[src/rtl/mem_stage_if.sv]
// Data-memory port bundle between the memory stage (master) and data memory (slave).
// req/ready handshake; rdata is valid in the cycle ready is high for loads.
interface mem_stage_if #(
  parameter int ADDR_W = 64
);
  logic              dmem_req;
  logic              dmem_we;
  logic [ADDR_W-1:0] dmem_addr;
  logic [63:0]       dmem_wdata;
  logic [7:0]        dmem_wmask;
  logic              dmem_ready;
  logic [63:0]       dmem_rdata;

  modport master (
    output dmem_req, dmem_we, dmem_addr, dmem_wdata, dmem_wmask,
    input  dmem_ready, dmem_rdata
  );

  modport slave (
    input  dmem_req, dmem_we, dmem_addr, dmem_wdata, dmem_wmask,
    output dmem_ready, dmem_rdata
  );
endinterface

[src/rtl/mem_stage.sv]
// RV64 memory stage: issues loads/stores on the dmem port, extends load data, fills WB latches.
// Optional MISALIGN_TRAP_EN: misaligned accesses skip the bus and flag WB_MISALIGN.
module mem_stage #(
  parameter int          ADDR_W   = 64,
  parameter logic [63:0] RESET_PC = 64'd0
) (
  input  logic               clk,
  input  logic               rst,
  input  logic               MEM_V,
  input  logic [31:0]        MEM_IR,
  input  logic [63:0]        MEM_PC,
  input  logic [63:0]        MEM_ALU_RESULT,
  input  logic [63:0]        MEM_SR2,
  input  logic [63:0]        MEM_CSRFD,
  input  logic [63:0]        MEM_RFD,
  input  logic               MEM_ECALL,
  output logic               MEM_stall,
  mem_stage_if.master        dmem,
  output logic               WB_V,
  output logic [31:0]        WB_IR,
  output logic [63:0]        WB_PC,
  output logic [63:0]        WB_DATA,
  output logic [63:0]        WB_CSRFD,
  output logic [63:0]        WB_RFD,
  output logic               WB_ECALL,
  output logic               WB_MISALIGN
);
  localparam logic [1:0] S_IDLE = 2'd0;
  localparam logic [1:0] S_REQ  = 2'd1;
  localparam logic [1:0] S_DONE = 2'd2;

  logic [1:0]  state;
  logic [63:0] rbuf;

  logic [6:0]  opcode;
  logic [2:0]  funct3;
  logic [2:0]  addr_lo;
  logic        is_load, is_store, is_jump, is_mem;
  logic        go_req, wb_load, wb_misalign_nxt;
  logic [7:0]  ld_b;
  logic [15:0] ld_h;
  logic [31:0] ld_w;
  logic [63:0] ld_data, wb_data_nxt;
  logic        unused_ir;

  assign opcode   = MEM_IR[6:0];
  assign funct3   = MEM_IR[14:12];
  assign addr_lo  = MEM_ALU_RESULT[2:0];
  assign is_load  = (opcode == 7'b0000011);
  assign is_store = (opcode == 7'b0100011);
  assign is_jump  = (opcode == 7'b1101111) || (opcode == 7'b1100111);
  assign is_mem   = MEM_V && (is_load || is_store);
  assign unused_ir = ^{MEM_IR[31:15], MEM_IR[11:7]};

`ifdef MISALIGN_TRAP_EN
  logic misalign;
  always_comb begin
    misalign = 1'b0;
    case (funct3[1:0])
      2'd1:    misalign = addr_lo[0];
      2'd2:    misalign = |addr_lo[1:0];
      2'd3:    misalign = |addr_lo;
      default: misalign = 1'b0;
    endcase
  end
  // A misaligned op retires through WB in one cycle without touching the bus.
  assign wb_misalign_nxt = (state == S_IDLE) && is_mem && misalign;
  assign go_req          = (state == S_IDLE) && is_mem && !misalign;
  assign MEM_stall       = is_mem && !misalign && (state != S_DONE);
`else
  assign wb_misalign_nxt = 1'b0;
  assign go_req          = (state == S_IDLE) && is_mem;
  assign MEM_stall       = is_mem && (state != S_DONE);
`endif

  assign wb_load = ((state == S_IDLE) && !go_req) || (state == S_DONE);

  // Request fields come straight from the MEM latch, which is frozen by MEM_stall.
  assign dmem.dmem_req  = (state == S_REQ);
  assign dmem.dmem_we   = is_store;
  assign dmem.dmem_addr = {MEM_ALU_RESULT[ADDR_W-1:3], 3'b000};

  always_comb begin
    dmem.dmem_wmask = 8'hFF;
    dmem.dmem_wdata = MEM_SR2;
    case (funct3[1:0])
      2'd0: begin
        dmem.dmem_wmask = 8'b1 << addr_lo;
        dmem.dmem_wdata = {8{MEM_SR2[7:0]}};
      end
      2'd1: begin
        dmem.dmem_wmask = 8'b11 << {addr_lo[2:1], 1'b0};
        dmem.dmem_wdata = {4{MEM_SR2[15:0]}};
      end
      2'd2: begin
        dmem.dmem_wmask = 8'hF << {addr_lo[2], 2'b00};
        dmem.dmem_wdata = {2{MEM_SR2[31:0]}};
      end
      default: begin
        dmem.dmem_wmask = 8'hFF;
        dmem.dmem_wdata = MEM_SR2;
      end
    endcase
  end

  assign ld_b = rbuf[{addr_lo, 3'b000} +: 8];
  assign ld_h = rbuf[{addr_lo[2:1], 4'b0000} +: 16];
  assign ld_w = rbuf[{addr_lo[2], 5'b00000} +: 32];

  always_comb begin
    ld_data = rbuf;
    case (funct3[1:0])
      2'd0:    ld_data = funct3[2] ? {56'd0, ld_b} : {{56{ld_b[7]}}, ld_b};
      2'd1:    ld_data = funct3[2] ? {48'd0, ld_h} : {{48{ld_h[15]}}, ld_h};
      2'd2:    ld_data = funct3[2] ? {32'd0, ld_w} : {{32{ld_w[31]}}, ld_w};
      default: ld_data = rbuf;
    endcase
  end

  always_comb begin
    wb_data_nxt = MEM_ALU_RESULT;
    if (is_load && !wb_misalign_nxt) wb_data_nxt = ld_data;
    else if (is_jump)                wb_data_nxt = MEM_PC + 64'd4;
  end

  always_ff @(posedge clk) begin
    if (rst) begin
      state       <= S_IDLE;
      rbuf        <= '0;
      WB_V        <= 1'b0;
      WB_IR       <= '0;
      WB_PC       <= RESET_PC;
      WB_DATA     <= '0;
      WB_CSRFD    <= '0;
      WB_RFD      <= '0;
      WB_ECALL    <= 1'b0;
      WB_MISALIGN <= 1'b0;
    end else begin
      case (state)
        S_IDLE:  if (go_req) state <= S_REQ;
        S_REQ: begin
          if (dmem.dmem_ready) begin
            rbuf  <= dmem.dmem_rdata;
            state <= S_DONE;
          end
        end
        S_DONE:  state <= S_IDLE;
        default: state <= S_IDLE;
      endcase
      if (wb_load) begin
        WB_V        <= MEM_V;
        WB_IR       <= MEM_IR;
        WB_PC       <= MEM_PC;
        WB_DATA     <= wb_data_nxt;
        WB_CSRFD    <= MEM_CSRFD;
        WB_RFD      <= MEM_RFD;
        WB_ECALL    <= MEM_ECALL;
        WB_MISALIGN <= wb_misalign_nxt;
      end
    end
  end
endmodule

[src/flat_wrapper.sv]
// flat-port wrapper written by rule: the top's interface ports become plain ports
module mem_stage_flat 
#(
  parameter int          ADDR_W   = 64,
  parameter logic [63:0] RESET_PC = 64'd0
)
  (clk, rst, MEM_V, MEM_IR, MEM_PC, MEM_ALU_RESULT, MEM_SR2, MEM_CSRFD, MEM_RFD, MEM_ECALL, MEM_stall, WB_V, WB_IR, WB_PC, WB_DATA, WB_CSRFD, WB_RFD, WB_ECALL, WB_MISALIGN, dmem_dmem_req, dmem_dmem_we, dmem_dmem_addr, dmem_dmem_wdata, dmem_dmem_wmask, dmem_dmem_ready, dmem_dmem_rdata);
  mem_stage_if #(.ADDR_W(ADDR_W)) dmem_i ();
  input  logic clk;
  input  logic rst;
  input  logic MEM_V;
  input  logic [31:0] MEM_IR;
  input  logic [63:0] MEM_PC;
  input  logic [63:0] MEM_ALU_RESULT;
  input  logic [63:0] MEM_SR2;
  input  logic [63:0] MEM_CSRFD;
  input  logic [63:0] MEM_RFD;
  input  logic MEM_ECALL;
  output logic MEM_stall;
  output logic WB_V;
  output logic [31:0] WB_IR;
  output logic [63:0] WB_PC;
  output logic [63:0] WB_DATA;
  output logic [63:0] WB_CSRFD;
  output logic [63:0] WB_RFD;
  output logic WB_ECALL;
  output logic WB_MISALIGN;
  output wire logic [$bits(dmem_i.dmem_req)-1:0] dmem_dmem_req;
  output wire logic [$bits(dmem_i.dmem_we)-1:0] dmem_dmem_we;
  output wire logic [$bits(dmem_i.dmem_addr)-1:0] dmem_dmem_addr;
  output wire logic [$bits(dmem_i.dmem_wdata)-1:0] dmem_dmem_wdata;
  output wire logic [$bits(dmem_i.dmem_wmask)-1:0] dmem_dmem_wmask;
  input wire logic [$bits(dmem_i.dmem_ready)-1:0] dmem_dmem_ready;
  input wire logic [$bits(dmem_i.dmem_rdata)-1:0] dmem_dmem_rdata;
  assign dmem_dmem_req = dmem_i.dmem_req;
  assign dmem_dmem_we = dmem_i.dmem_we;
  assign dmem_dmem_addr = dmem_i.dmem_addr;
  assign dmem_dmem_wdata = dmem_i.dmem_wdata;
  assign dmem_dmem_wmask = dmem_i.dmem_wmask;
  assign dmem_i.dmem_ready = dmem_dmem_ready;
  assign dmem_i.dmem_rdata = dmem_dmem_rdata;
  mem_stage #(.ADDR_W(ADDR_W), .RESET_PC(RESET_PC)) u_core (.clk(clk), .rst(rst), .MEM_V(MEM_V), .MEM_IR(MEM_IR), .MEM_PC(MEM_PC), .MEM_ALU_RESULT(MEM_ALU_RESULT), .MEM_SR2(MEM_SR2), .MEM_CSRFD(MEM_CSRFD), .MEM_RFD(MEM_RFD), .MEM_ECALL(MEM_ECALL), .MEM_stall(MEM_stall), .dmem(dmem_i), .WB_V(WB_V), .WB_IR(WB_IR), .WB_PC(WB_PC), .WB_DATA(WB_DATA), .WB_CSRFD(WB_CSRFD), .WB_RFD(WB_RFD), .WB_ECALL(WB_ECALL), .WB_MISALIGN(WB_MISALIGN));
endmodule
[config.mk]
export PLATFORM = sky130hd
export DESIGN_NAME = mem_stage_flat
export DESIGN_NICKNAME = d
export VERILOG_FILES = /design/src/rtl/mem_stage_if.sv /design/src/rtl/mem_stage.sv /design/src/flat_wrapper.sv
export SDC_FILE = /design/constraint.sdc
export NUM_CORES = 1
export LEC_CHECK = 0
export ABC_AREA = 1
export CORE_AREA = 2 2 329 331
export DETAILED_ROUTE_END_ITERATION = 12
export DIE_AREA = 0 0 331 333
export GPL_TIMING_DRIVEN = 0
export PLACE_DENSITY = 0.46
export SLEW_MARGIN = 10
export SYNTH_ARGS = -nofsm -noshare
export SYNTH_HDL_FRONTEND = slang
export SYNTH_SLANG_ARGS = --single-unit
[constraint.sdc]
create_clock -name clk -period 2.95 [get_ports clk]
set_input_delay 0.59 -clock clk [delete_from_list [all_inputs] [get_ports clk]]
set_output_delay 0.59 -clock clk [all_outputs]
set_load 0.01 [all_outputs]
**The clock network**

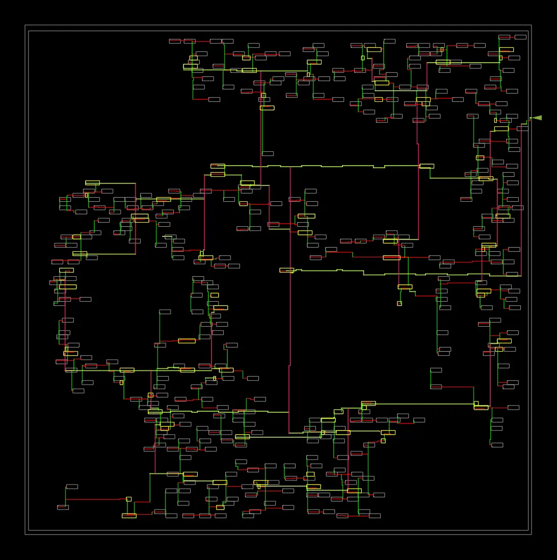
number of clock buffers inserted by TritonCTS: 47
Clk. pwr: 6.21 mW
Sinks on Clock Net: 356

**Metal 2**

Scale: 1 px per um. Cells faint in the background.
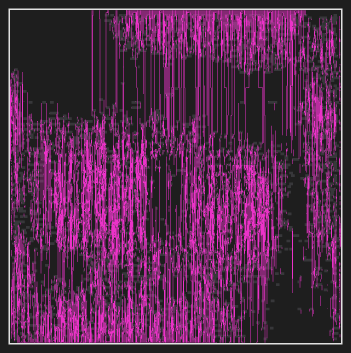
The wires run mostly vertical. 3,436 nets have wire on it. The layer carries 62.7 mm of wire. The layer holds 47% of the routed length. The longest straight run is 166 um.

==> COMMIT_EDITMSG <==
Store results of the implementation flow

- Status: completed
- For the combinational group, total power comes out at roughly 2.8 mW.
- Share of final-layout standard cells stronger than drive strength 1: a little under a tenth
- Fa+ha+maj area frac: less than 1%
- Number of global-route vias before repair: 22,840
* First-pass GRT wire length: ~180,000 um
- Clock H-tree levels: 2
* Sequential portion of the cell area: a little under a quarter
- Across the routed clock network, the largest skew measured is 0.02201 ns.
- The die covers 0.1102 mm2.
* Number of well-tap cells placed: approximately 1,400
- Finished layout cell area: around 0.031 mm2
* Tally of clock buffers in the finished layout: approximately 67
- Per the CTS log, the buffer count on the longest clock path is 3.
- Clock-pin slew of the registers on the worst-case setup and hold paths: ~0.060 ns
- Among all cell classes, the greatest summed area belongs to non-clock buffers.
* Count of library flops with an enable pin: 0
- The clock network takes up approximately 5.3% of total cell area after layout.
- For this run, the top clock speed supported by timing is about 350 MHz.
- Compared with the post-synthesis result, the final layout area differs by 64.41%.
* Most used standard cell by instance count after synthesis: sky130_fd_sc_hd__nor2_1
* Pins Over Slew Limit: 0
- Critical Path, Cell by Cell: clkdlybuf4s15_1, buf_6, nand2_4, inv_2, clkbuf_8, nand2_1, o221ai_1, clkdlybuf4s50_1
- Counting cells, the worst reg-to-reg path comes to 6.
- The synthesized netlist devotes 0.6007% of its cell area to XOR and XNOR gates.
- Tool Warnings: 26
- Worst Max-Slew Pin Slew: around 1.0 ns
- Top fanout value on the critical path: 10
- Per the post-place timing report, worst setup slack is -1.013 ns.
- Endpoint class of the critical path: output port
- The share of the Yosys chip area taken by registers is a little under two fifths.
- Crit-path leading delay family: buffers and inverters
* Routed wire length: around 130,000 um
- Crit share post-route: between 90% and 100%
- The final weighted congestion recorded by global placement is a little under 1.
- By count the netlist is led by sky130_fd_sc_hd__nor2_1, sky130_fd_sc_hd__nand2_1, sky130_fd_sc_hd__o21ai_0.
- The area taken by multi-input combinational cells is reported as roughly 0.0099 mm2.
* PostCTS Resize Cnt: roughly 95
- The top cell type in the final layout, fill and taps aside, is sky130_fd_sc_hd__clkdlybuf4s50_1.
* Cell area reported after detailed placement: about 0.03 mm2
* Arrival time at the worst endpoint: between 2 and 2.5 ns
- Critical path depth in cells: 8
* Total negative slack: 0 ns
* Number of warning messages in the yosys log: 0
* Sequential Power Share: 36.6%
- In this run the tightest slew margin relative to its limit is 33.17%.
**Routed clock nets over the placement**

Scale: 1.5 px per um.
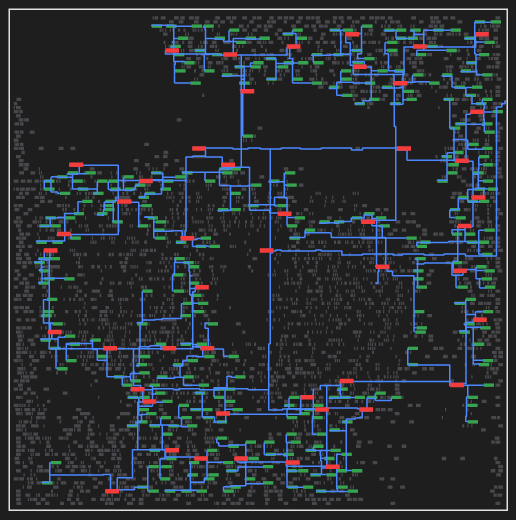
Key: green = flip-flops [count 356]; red = clock drivers [count 47]; blue = clock wires [length 6,580 um]
There are 48 routed clock nets. Position of the flops: spread over the die.

**Cell classes on the final placement**

Scale: 1 px per um. Fill, decap, tap and diode cells in grey.
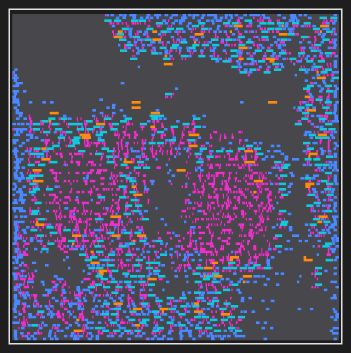
Key: cyan = flops [cells 356, share of their area 24%]; blue = other buffers and delay cells [cells 1,105, share of their area 34%]; orange = clock drivers and dummy loads [cells 87, share of their area 5.6%]; magenta = combinational and other logic [cells 2,327, share of their area 36%]

-- layer usage --
metal	up-vias	share of wire [%]	GRT usage, %
met1	11030	41	28.28
met4	32	2.7	5.923
li1	11290	-	-
met5	-	0.21	0.6655
met3	185	9.4	7.932
met2	1062	47	39.14
-- registers in the layout, indices dropped and copies added, names as in the netlist --
register and flops:
u_core.WB_CSRFD 64, u_core.WB_V 1, u_core.WB_DATA 64, u_core.WB_PC 64
u_core.WB_ECALL 1, u_core.state 2, u_core.WB_RFD 64, u_core.rbuf 64
u_core.WB_IR 32
Power is estimated from default activity; no workload was simulated.
